$ cat src/rtl/vpu_pkg.sv
// Shared VPU widths and the writeback-issue state encoding.
package vpu_pkg;

    localparam int OPERAND_ADDR_WIDTH = 10;
    localparam int DATA_WIDTH         = 32;
    localparam int REQ_FIFO_DEPTH_LG2 = 4;

    typedef enum logic [1:0] {
        S_IDLE = 2'd0,
        S_RUN  = 2'd1,
        S_DONE = 2'd2
    } wb_state_t;

endpackage

$ cat src/rtl/vpu_wb_out_reg.sv
// Single-entry valid/ready output register carrying one {addr, data} write request.
module vpu_wb_out_reg #(
    parameter int AW = 10,
    parameter int DW = 32
) (
    input  logic          clk,
    input  logic          rst_n,
    input  logic          flush_i,
    input  logic          load_i,
    input  logic [AW-1:0] addr_i,
    input  logic [DW-1:0] data_i,
    input  logic          ready_i,
    output logic          valid_o,
    output logic [AW-1:0] addr_o,
    output logic [DW-1:0] data_o
);

    logic          valid_q;
    logic [AW-1:0] addr_q;
    logic [DW-1:0] data_q;

    // Handshake: a write transfers on a cycle with valid_o & ready_i; while valid_o is
    // high and ready_i low the payload is held. Flush drops a pending write outright.
    always_ff @(posedge clk or negedge rst_n) begin
        if (!rst_n) begin
            valid_q <= 1'b0;
            addr_q  <= '0;
            data_q  <= '0;
        end else begin
            if (flush_i) begin
                valid_q <= 1'b0;
            end else if (load_i) begin
                valid_q <= 1'b1;
            end else if (ready_i) begin
                valid_q <= 1'b0;
            end
            if (load_i && !flush_i) begin
                addr_q <= addr_i;
                data_q <= data_i;
            end
        end
    end

    assign valid_o = valid_q;
    assign addr_o  = addr_q;
    assign data_o  = data_q;

endmodule

$ cat src/rtl/vpu_wb_issue.sv
// Writeback issue: pairs FIFO addresses with result words into operand-SRAM writes.
// Optional stall counter enabled by defining VPU_WB_ISSUE_PERF_CNT_EN.
module vpu_wb_issue #(
    parameter int OPERAND_ADDR_WIDTH = vpu_pkg::OPERAND_ADDR_WIDTH,
    parameter int DATA_WIDTH         = vpu_pkg::DATA_WIDTH,
    parameter int CNT_WIDTH          = 8
) (
    input  logic                          clk,
    input  logic                          rst_n,
    input  logic                          start_i,
    input  logic [CNT_WIDTH-1:0]          num_wb_i,
    input  logic                          reset_cmd_i,
    output logic                          done_o,
    input  logic                          addr_empty_i,
    input  logic [OPERAND_ADDR_WIDTH-1:0] addr_rdata_i,
    output logic                          addr_rden_o,
    input  logic                          res_valid_i,
    input  logic [DATA_WIDTH-1:0]         res_data_i,
    output logic                          res_ready_o,
    output logic                          wr_valid_o,
    output logic [OPERAND_ADDR_WIDTH-1:0] wr_addr_o,
    output logic [DATA_WIDTH-1:0]         wr_data_o,
    input  logic                          wr_ready_i,
    output logic [31:0]                   stall_cnt_o
);
    import vpu_pkg::*;

    wb_state_t            state_q;
    logic [CNT_WIDTH-1:0] remaining_q;
    logic                 running;
    logic                 slot_free;
    logic                 fire;

    assign running   = (state_q == S_RUN);
    assign slot_free = !wr_valid_o || wr_ready_i;

    // A pair is taken only when both an address and a result exist, so the FIFO never
    // pops without data; an abort cycle never fires.
    assign res_ready_o = running && !reset_cmd_i && slot_free && !addr_empty_i &&
                         (remaining_q != '0);
    assign fire        = res_ready_o && res_valid_i;
    assign addr_rden_o = fire;
    assign done_o      = (state_q == S_DONE);

    always_ff @(posedge clk or negedge rst_n) begin
        if (!rst_n) begin
            state_q     <= S_IDLE;
            remaining_q <= '0;
        end else if (reset_cmd_i) begin
            state_q <= S_IDLE;
        end else begin
            case (state_q)
                S_IDLE: begin
                    if (start_i) begin
                        remaining_q <= num_wb_i;
                        state_q     <= (num_wb_i == '0) ? S_DONE : S_RUN;
                    end
                end
                S_RUN: begin
                    if (fire) begin
                        remaining_q <= remaining_q - 1'b1;
                    end
                    if ((remaining_q == '0) && slot_free) begin
                        state_q <= S_DONE;
                    end
                end
                S_DONE: begin
                    state_q <= S_DONE;
                end
                default: begin
                    state_q <= S_IDLE;
                end
            endcase
        end
    end

    vpu_wb_out_reg #(
        .AW(OPERAND_ADDR_WIDTH),
        .DW(DATA_WIDTH)
    ) u_out_reg (
        .clk    (clk),
        .rst_n  (rst_n),
        .flush_i(reset_cmd_i),
        .load_i (fire),
        .addr_i (addr_rdata_i),
        .data_i (res_data_i),
        .ready_i(wr_ready_i),
        .valid_o(wr_valid_o),
        .addr_o (wr_addr_o),
        .data_o (wr_data_o)
    );

`ifdef VPU_WB_ISSUE_PERF_CNT_EN
    logic [31:0] stall_cnt_q;
    logic [31:0] stall_cnt_d;

    always_comb begin
        stall_cnt_d = stall_cnt_q;
        if ((state_q == S_IDLE) && start_i && !reset_cmd_i) begin
            stall_cnt_d = '0;
        end else if (running && (remaining_q != '0) && !fire &&
                     (stall_cnt_q != 32'hFFFF_FFFF)) begin
            stall_cnt_d = stall_cnt_q + 32'd1;
        end
    end

    always_ff @(posedge clk or negedge rst_n) begin
        if (!rst_n) begin
            stall_cnt_q <= '0;
        end else begin
            stall_cnt_q <= stall_cnt_d;
        end
    end

    assign stall_cnt_o = stall_cnt_q;
`else
    assign stall_cnt_o = '0;
`endif

endmodule

$ cat config.mk
export PLATFORM = sky130hd
export DESIGN_NAME = vpu_wb_issue
export DESIGN_NICKNAME = d
export VERILOG_FILES = /design/src/rtl/vpu_pkg.sv /design/src/rtl/vpu_wb_out_reg.sv /design/src/rtl/vpu_wb_issue.sv
export SDC_FILE = /design/constraint.sdc
export NUM_CORES = 1
export LEC_CHECK = 0
export ABC_AREA = 1
export CAP_MARGIN = 20
export CORE_AREA = 2 2 82 84
export CTS_BUF_LIST = sky130_fd_sc_hd__clkbuf_4
export DETAILED_ROUTE_END_ITERATION = 12
export DIE_AREA = 0 0 84 86
export PLACE_DENSITY = 0.93
export SLEW_MARGIN = 40
export SYNTH_ARGS = -nofsm -noshare
export SYNTH_HDL_FRONTEND = slang
export SYNTH_SLANG_ARGS = --single-unit
$ cat constraint.sdc
create_clock -name clk -period 3.75 [get_ports clk]
set_clock_uncertainty 0.2 [all_clocks]
set_input_delay 0.75 -clock clk [delete_from_list [all_inputs] [get_ports clk]]
set_output_delay 0.75 -clock clk [all_outputs]
set_load 0.01 [all_outputs]
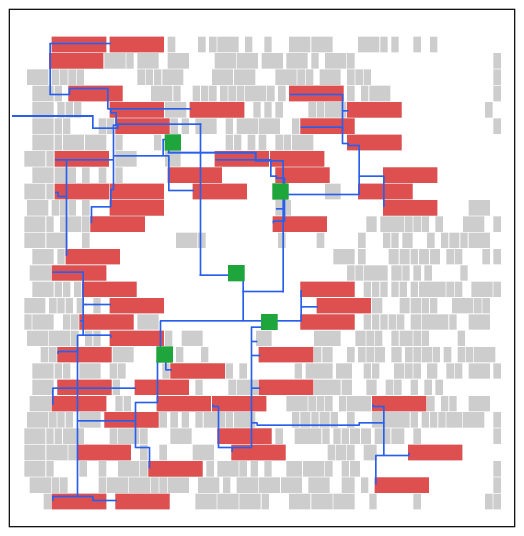
(images/clock_map.png)
Scale: 6 px per um.
Key: clock wires = blue [length 572 um]; cells driving clock nets = green [count 5]; flip-flops = red [count 53]
There are 6 routed clock nets.
Clock group: 252 uW
clock latency at the later pin of the worst-skew pair: 360 ps
fraction of power consumed by the clock network: 9.7%

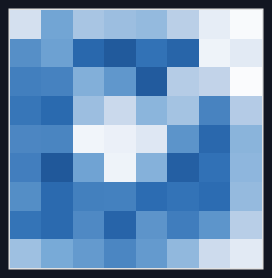
(images/density.png)
Scale: 3 px per um. 8 x 9 tiles, from white (low) to dark blue (high), 0 to 100% covered.
The mean over all tiles is 51%. The emptiest ninth of the die: top right. The fullest tile reaches 84%. 18% of the tiles are over 75% full.
floorplan utilization: 43.8%
final design utilization: 59.7%
placeable core region: 6280 um2

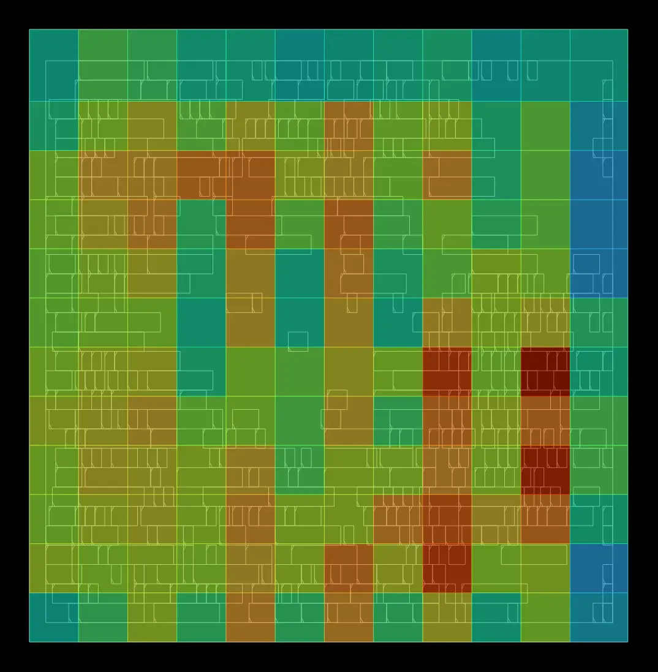
(images/final_congestion.png)
met2 usage in global routing: 32.1%
met1 usage: 19.3%
global-route met3 utilization: 6.06%
total global-route track usage: 17.4%
layer carrying the most global-route usage: met2

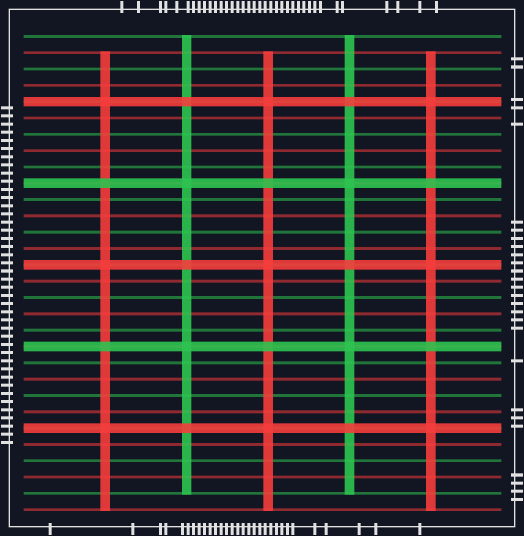
(images/pdn.png)
Scale: 6 px per um. Pins as bars on the die edge.
Key: VSS = red; VDD = green
135 signal pins sit on the boundary. The core has 29 rows. 30 met1 rails follow the rows. 5 straps on met5.

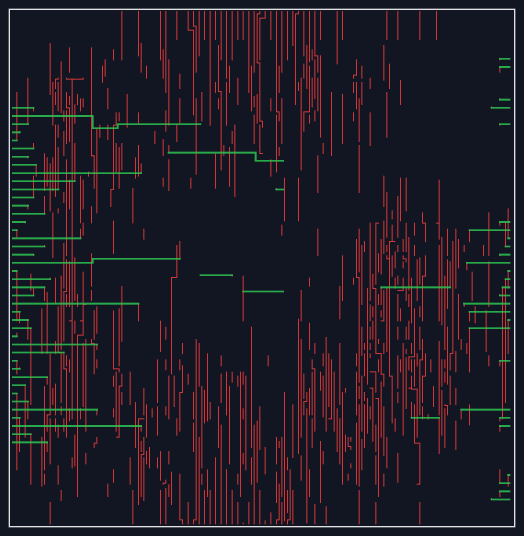
(images/metal_stack.png)
Scale: 6 px per um. Two of the layers only.
Key: met2 = red [wire length 3230 um]; met3 = green [wire length 399 um]
vias after detailed routing: 2407
post-detailed-route wirelength per cell: 11.8 um
Routed WL: 6280 um

==> writeup.txt <==
The biggest slice of the total power is consumed by combinational logic. Iteration tally of the first detailed-router pass: 4. After layout, the worst setup slack is 458 ps.

Most instantiated flip-flop cell in the synthesis netlist: sky130_fd_sc_hd__dfrtp_1. With the share of the synthesized area in the top cell type at 48.2%, the power dissipated by switching net loads is 1.02 mW. The run gives 1.35 mW for the combinational group power. The number of clock sinks came to 53. The flow ran to the end, and the final reports show no timing, DRC or antenna violations. In this run, power in flip-flops and latches comes to 1.01 mW. The fraction of layout cells with a size suffix above 1 came out at 4.61%.

Combinational gate area: 1140 um2. The final critical path time including I/O delays and setup was 3290 ps; the largest buffer count on any clock path was 2. In the finished design the tool counted flip-flops and latches totalling 53.

The average cell area after synthesis is 7.79 um2. The top fanout value on the critical path was 10; the register-to-register path setup slack was 1380 ps. The min-delay analysis places its worst path in the category input pin to async pin. The aggregate negative setup slack is 0 ps. The horizontal die dimension is 84 um, and the overall overflow remaining after global route is 0. Sequential cells make up 35.4% of the cell area. With the number of well-tap cells placed at 77, the multi-input gate share of total cell area is 30.4%. The logs give 0 for the initial antenna violation count and 0 for the total of cells resized after clock tree synthesis. The detailed placer's ending HPWL was 4810 um. Sorting the synthesis cell report by count puts at the top sky130_fd_sc_hd__nand2_1. Per the synthesis report, the adder-cell share of the synthesized area is 2.73%.

The number of clock buffers added by TritonCTS is 5. The synthesized-area fraction occupied by xor and xnor cells works out to 0%. In the final routing, the length of wire on met1 measures 2600 um. The flow reports an fmax of 304 MHz. The register with the most flip-flops in the layout has 32 of them. The run gives 503 ps as the post-placement setup slack. For reference, compound AND-OR and OR-AND cells occupy 2.27% of the area reported after synthesis.

Per the layout report, the design carries 105 non-clock buffers. Pins over their slew limit in the final report were tallied at 0. The portion of the layout cell area used by clock cells is 1.60%. Per STA, the endpoint of the critical path is addr_rden_o. Among all stages on the critical path, the maximum delay recorded is 540 ps.

The placement stage leaves a total instance area of 3690 um2. Number of nets in the finished design: 518. By area the synthesized netlist is led by sky130_fd_sc_hd__dfrtp_1 48%, sky130_fd_sc_hd__nand2_1 25%, sky130_fd_sc_hd__buf_4 9.3%.

Walking the worst path, the cells encountered are inv_1 -> ha_1 -> nand2_2 -> nor2_4 -> nand3_4 -> inv_4 -> clkdlybuf4s50_1. The number of antenna diodes in the final layout is 0. In the layout the tool counted multi-input logic cells amounting to 268. With the final period utilization at 87.8%, the worst-case reg-to-reg path depth is 9. The kind of end point of the critical path is an output pin. The number of levels in the clock H-tree was 2; the clock input transition at the sequential cells of the worst setup and hold paths was 140 ps. Once placement completed, the tool counted placed cells totaling 525. Summed over all nets, wire length on met2 after detailed routing comes to 3230 um. The logs give 2361 for the number of global-route vias before repair and 0 for the total count of hold-check failures in the final report. Warnings raised by the tools during the run amount to 30. The worst setup path is launched from a flop.

The critical path runs through a total of 7 cells. Once synthesis finished, the tally of register bits stood at 53. For reference, the critical path is launched at state_q[1]. In this run the cell area of the synthesized design comes to 2750 um2.

In this design, the largest share of critical-path delay is due to buffers and inverters. Post-route cell area: 3750 um2. Main logic family after synthesis: simple AND/OR/NAND/NOR gates. Setup repair after global routing left no endpoint under its margin. Mux cell area share after synthesis: 0%. Looking at the clock tree report, the root buffer type is sky130_fd_sc_hd__clkbuf_4. The class of the most critical setup path was flop to output pin. The critical path contains buffers and inverters numbering 3 combined.

The first routing iteration left 52 violations. The run gives 399 um for the length of routed met3 wiring. The number of enable flip-flop cells is 0. The script computed a power per unit cell area of 696 nW/um2. The first-pass GRT wire length was 10200 um. For the post-route DRC violation count, the log shows 0.

The final power report lists total power as 2.61 mW. The logs give 51.7% for the power share of the combinational group and 135 for the number of I/O pins.
Power is estimated from default activity; no workload was simulated.
